[config.mk]
export PLATFORM = sky130hd
export DESIGN_NAME = gpr_bank
export DESIGN_NICKNAME = d
export VERILOG_FILES = /design/src/rtl/gpr_pkg.sv /design/src/rtl/gpr_cell.sv /design/src/rtl/gpr_bank.sv
export SDC_FILE = /design/constraint.sdc
export NUM_CORES = 2
export LEC_CHECK = 0
export CORE_AREA = 2 2 440 442
export CTS_BUF_LIST = sky130_fd_sc_hd__clkbuf_8 sky130_fd_sc_hd__clkbuf_16
export CTS_CLUSTER_DIAMETER = 150
export DETAILED_ROUTE_END_ITERATION = 8
export DIE_AREA = 0 0 442 444
export SLEW_MARGIN = 0
export SYNTH_ARGS = -nofsm -noshare
export SYNTH_HDL_FRONTEND = slang
export SYNTH_SLANG_ARGS = --single-unit
[constraint.sdc]
create_clock -name clk -period 37.9 [get_ports clk]
set_input_delay 5.685 -clock clk [delete_from_list [all_inputs] [get_ports clk]]
set_output_delay 5.685 -clock clk [all_outputs]
set_load 0.02 [all_outputs]
[src/rtl/gpr_pkg.sv]
// gpr_pkg: shared sizes and helpers for the general-register bank.
// GR0 index and the flat read-bus slice offset live here.
package gpr_pkg;

    localparam int WIDTH  = 32;
    localparam int NREGS  = 32;
    localparam int ADDR_W = 5;

    localparam logic [ADDR_W-1:0] GR0 = '0;

    // bit offset of register n inside the flat read bus
    function automatic int slot_off(input int n, input int w);
        return n * w;
    endfunction

endpackage

[src/rtl/gpr_cell.sv]
// gpr_cell: one general register with load enable.
// Cleared asynchronously by rst.
module gpr_cell #(
    parameter int W = 32
) (
    input  logic         clk,
    input  logic         rst,
    input  logic         ld,
    input  logic [W-1:0] d,
    output logic [W-1:0] q
);

    // load on enable, clear on reset
    always_ff @(posedge clk or posedge rst) begin
        if (rst) begin
            q <= '0;
        end else if (ld) begin
            q <= d;
        end
    end

endmodule

[src/rtl/gpr_bank.sv]
// gpr_bank: GR0..GR31 storage, writeback port,
// busy scoreboard, hazard stall and write counter.
module gpr_bank
    import gpr_pkg::*;
#(
    parameter int WIDTH  = gpr_pkg::WIDTH,
    parameter int NREGS  = gpr_pkg::NREGS,
    parameter int ADDR_W = gpr_pkg::ADDR_W
) (
    input  logic                    clk,
    input  logic                    rst,
    input  logic                    we,
    input  logic [ADDR_W-1:0]       rw,
    input  logic [WIDTH-1:0]        pw,
    input  logic                    busy_set,
    input  logic [ADDR_W-1:0]       busy_rd,
    input  logic [ADDR_W-1:0]       ra,
    input  logic [ADDR_W-1:0]       rb,
    output logic [NREGS*WIDTH-1:0]  r_flat,
    output logic [NREGS-1:0]        busy_vec,
    output logic                    stall,
    output logic [15:0]             wr_count
);

    logic            wr_ok;
    logic [NREGS-1:0] busy;

    assign wr_ok = we && (rw != ADDR_W'(GR0));

    // GR0 reads as constant zero
    assign r_flat[WIDTH-1:0] = '0;

    for (genvar n = 1; n < NREGS; n++) begin : g_reg
        localparam logic [ADDR_W-1:0] IDX = ADDR_W'(n);
        localparam int OFF = slot_off(n, WIDTH);

        logic ld;

        assign ld = we && (rw == IDX);

        gpr_cell #(
            .W (WIDTH)
        ) u_cell (
            .clk (clk),
            .rst (rst),
            .ld  (ld),
            .d   (pw),
            .q   (r_flat[OFF +: WIDTH])
        );
    end

    // scoreboard: a new producer overrides a retiring write
    always_ff @(posedge clk or posedge rst) begin
        if (rst) begin
            busy <= '0;
        end else begin
            busy[0] <= 1'b0;
            for (int i = 1; i < NREGS; i++) begin
                if (busy_set && busy_rd == ADDR_W'(i)) begin
                    busy[i] <= 1'b1;
                end else if (we && rw == ADDR_W'(i)) begin
                    busy[i] <= 1'b0;
                end
            end
        end
    end

    assign busy_vec = busy;

    // hazard on either source; GR0 bit is never set
    always_comb begin
        stall = busy[ra] | busy[rb];
    end

    // count accepted writes, holding at all-ones
    always_ff @(posedge clk or posedge rst) begin
        if (rst) begin
            wr_count <= '0;
        end else if (wr_ok && wr_count != 16'hFFFF) begin
            wr_count <= wr_count + 16'd1;
        end
    end

endmodule
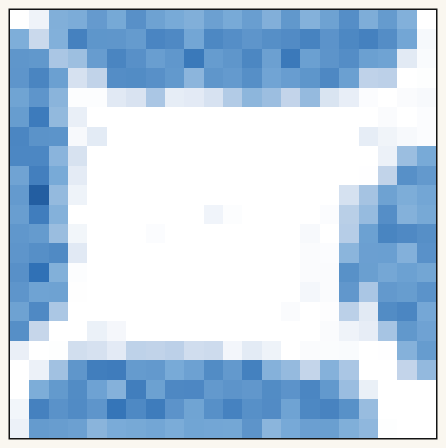
**Above:** cell area per tile.
22 x 22 tiles, from white (low) to dark blue (high), 0 to 100% covered.
emptiest ninth of the die: center
densest ninth of the die: upper left
fullest tile: 82%
nearly empty tiles: 38%
tiles over 75% full: 0.20%

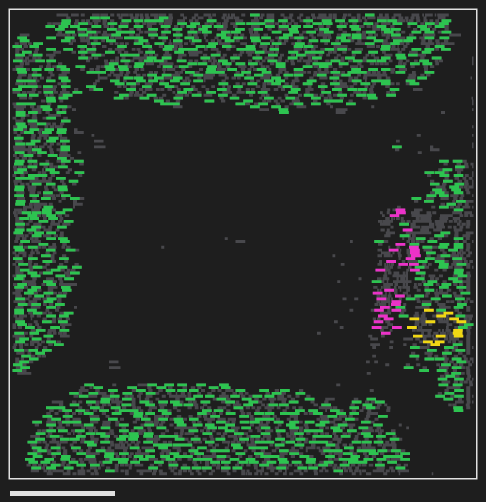
**Above:** sequential cells colored by netlist name.
Scale bar: 100 um. Other cells in gray.
legend:
  `busy_vec`:
    color: magenta
    sequential_cells: 31
    where: middle right
  `g_reg.u_cell.q`:
    color: green
    sequential_cells: 992
    where: widely spread
  `wr_count`:
    color: yellow
    sequential_cells: 16

==> Changelog: implementation <==
## Implementation

* Sw frac at 32.3%
* Static Leakage at 25.0 nW
* Reg-to-Reg Start: wr_count[5]$_DFFE_PP0P_
* Die area at 196000 sq um
* Layout cells sized above 1 at 36.4%
* CLK BUF at 142
* YS chip area at 40000 sq um
* Post-synthesis average cell area at 16.1 sq um
* Root buf cell: clkbuf_16
* Hold depth at 1
* Compound Share, Synth at 1.16%
* FF-to-FF End: wr_count[1]$_DFFE_PP0P_
* Registers, synthesis at 1039
* Met3 Usage GRT at 3.95%
* Critical path depth at 6
* Global route hottest layer: met2
* Via-per-instance ratio at 4.24
* Final Max Slew Viols at 0
* Status: finished, final reports clean
* Max reg flops at 992
* Cell type with the largest total area: dfrtp_1
* Startpoint Class: primary input
* Biggest register: g.u_cell.q
* Global-route wire length before repair at 224000 um
* Crit-path leading delay family: buffers and inverters
* Largest net degree at the start of global routing at 168
* Non-clock buffers at 1163
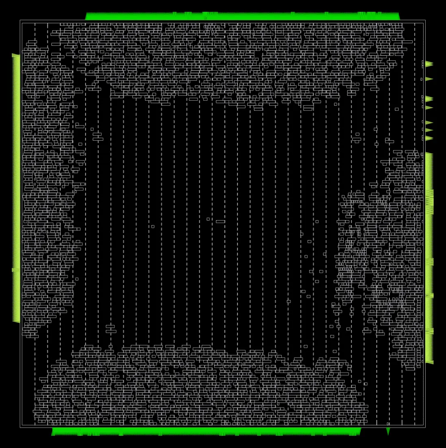
**Above:** placement view.
core footprint: 192000 sq um
non-filler instance count after layout: 6187
flop count: 1039

-- placed cells by master, fill, tap and decap left out, types with 9 or more instances in the layout --
cell type and n:
a22o_1 9, buf_2 21, buf_4 67, clkbuf_16 114
clkbuf_8 28, clkdlybuf4s50_1 1074, clkinv_2 25, conb_1 33
dfrtp_1 1039, inv_1 27, mux2_2 994, mux4_2 15
nand2_1 13, nand2_2 10, nor2_4 12, o21ai_0 27
-- power by group through the flow --
stage | Sequential (mW) | Combinational (mW) | Clock, mW
2_1_floorplan | 1.73 | 0.244 | 0
3_3_place_gp | 1.47 | 1.11 | 0
4_1_cts | 1.46 | 1.12 | 1.15
6_report | 1.47 | 1.11 | 1.12
3_5_place_dp | 1.48 | 1.12 | 0
5_1_grt | 1.49 | 1.15 | 1.19
Power figures rest on the tool's default switching activity, not on a simulated workload.
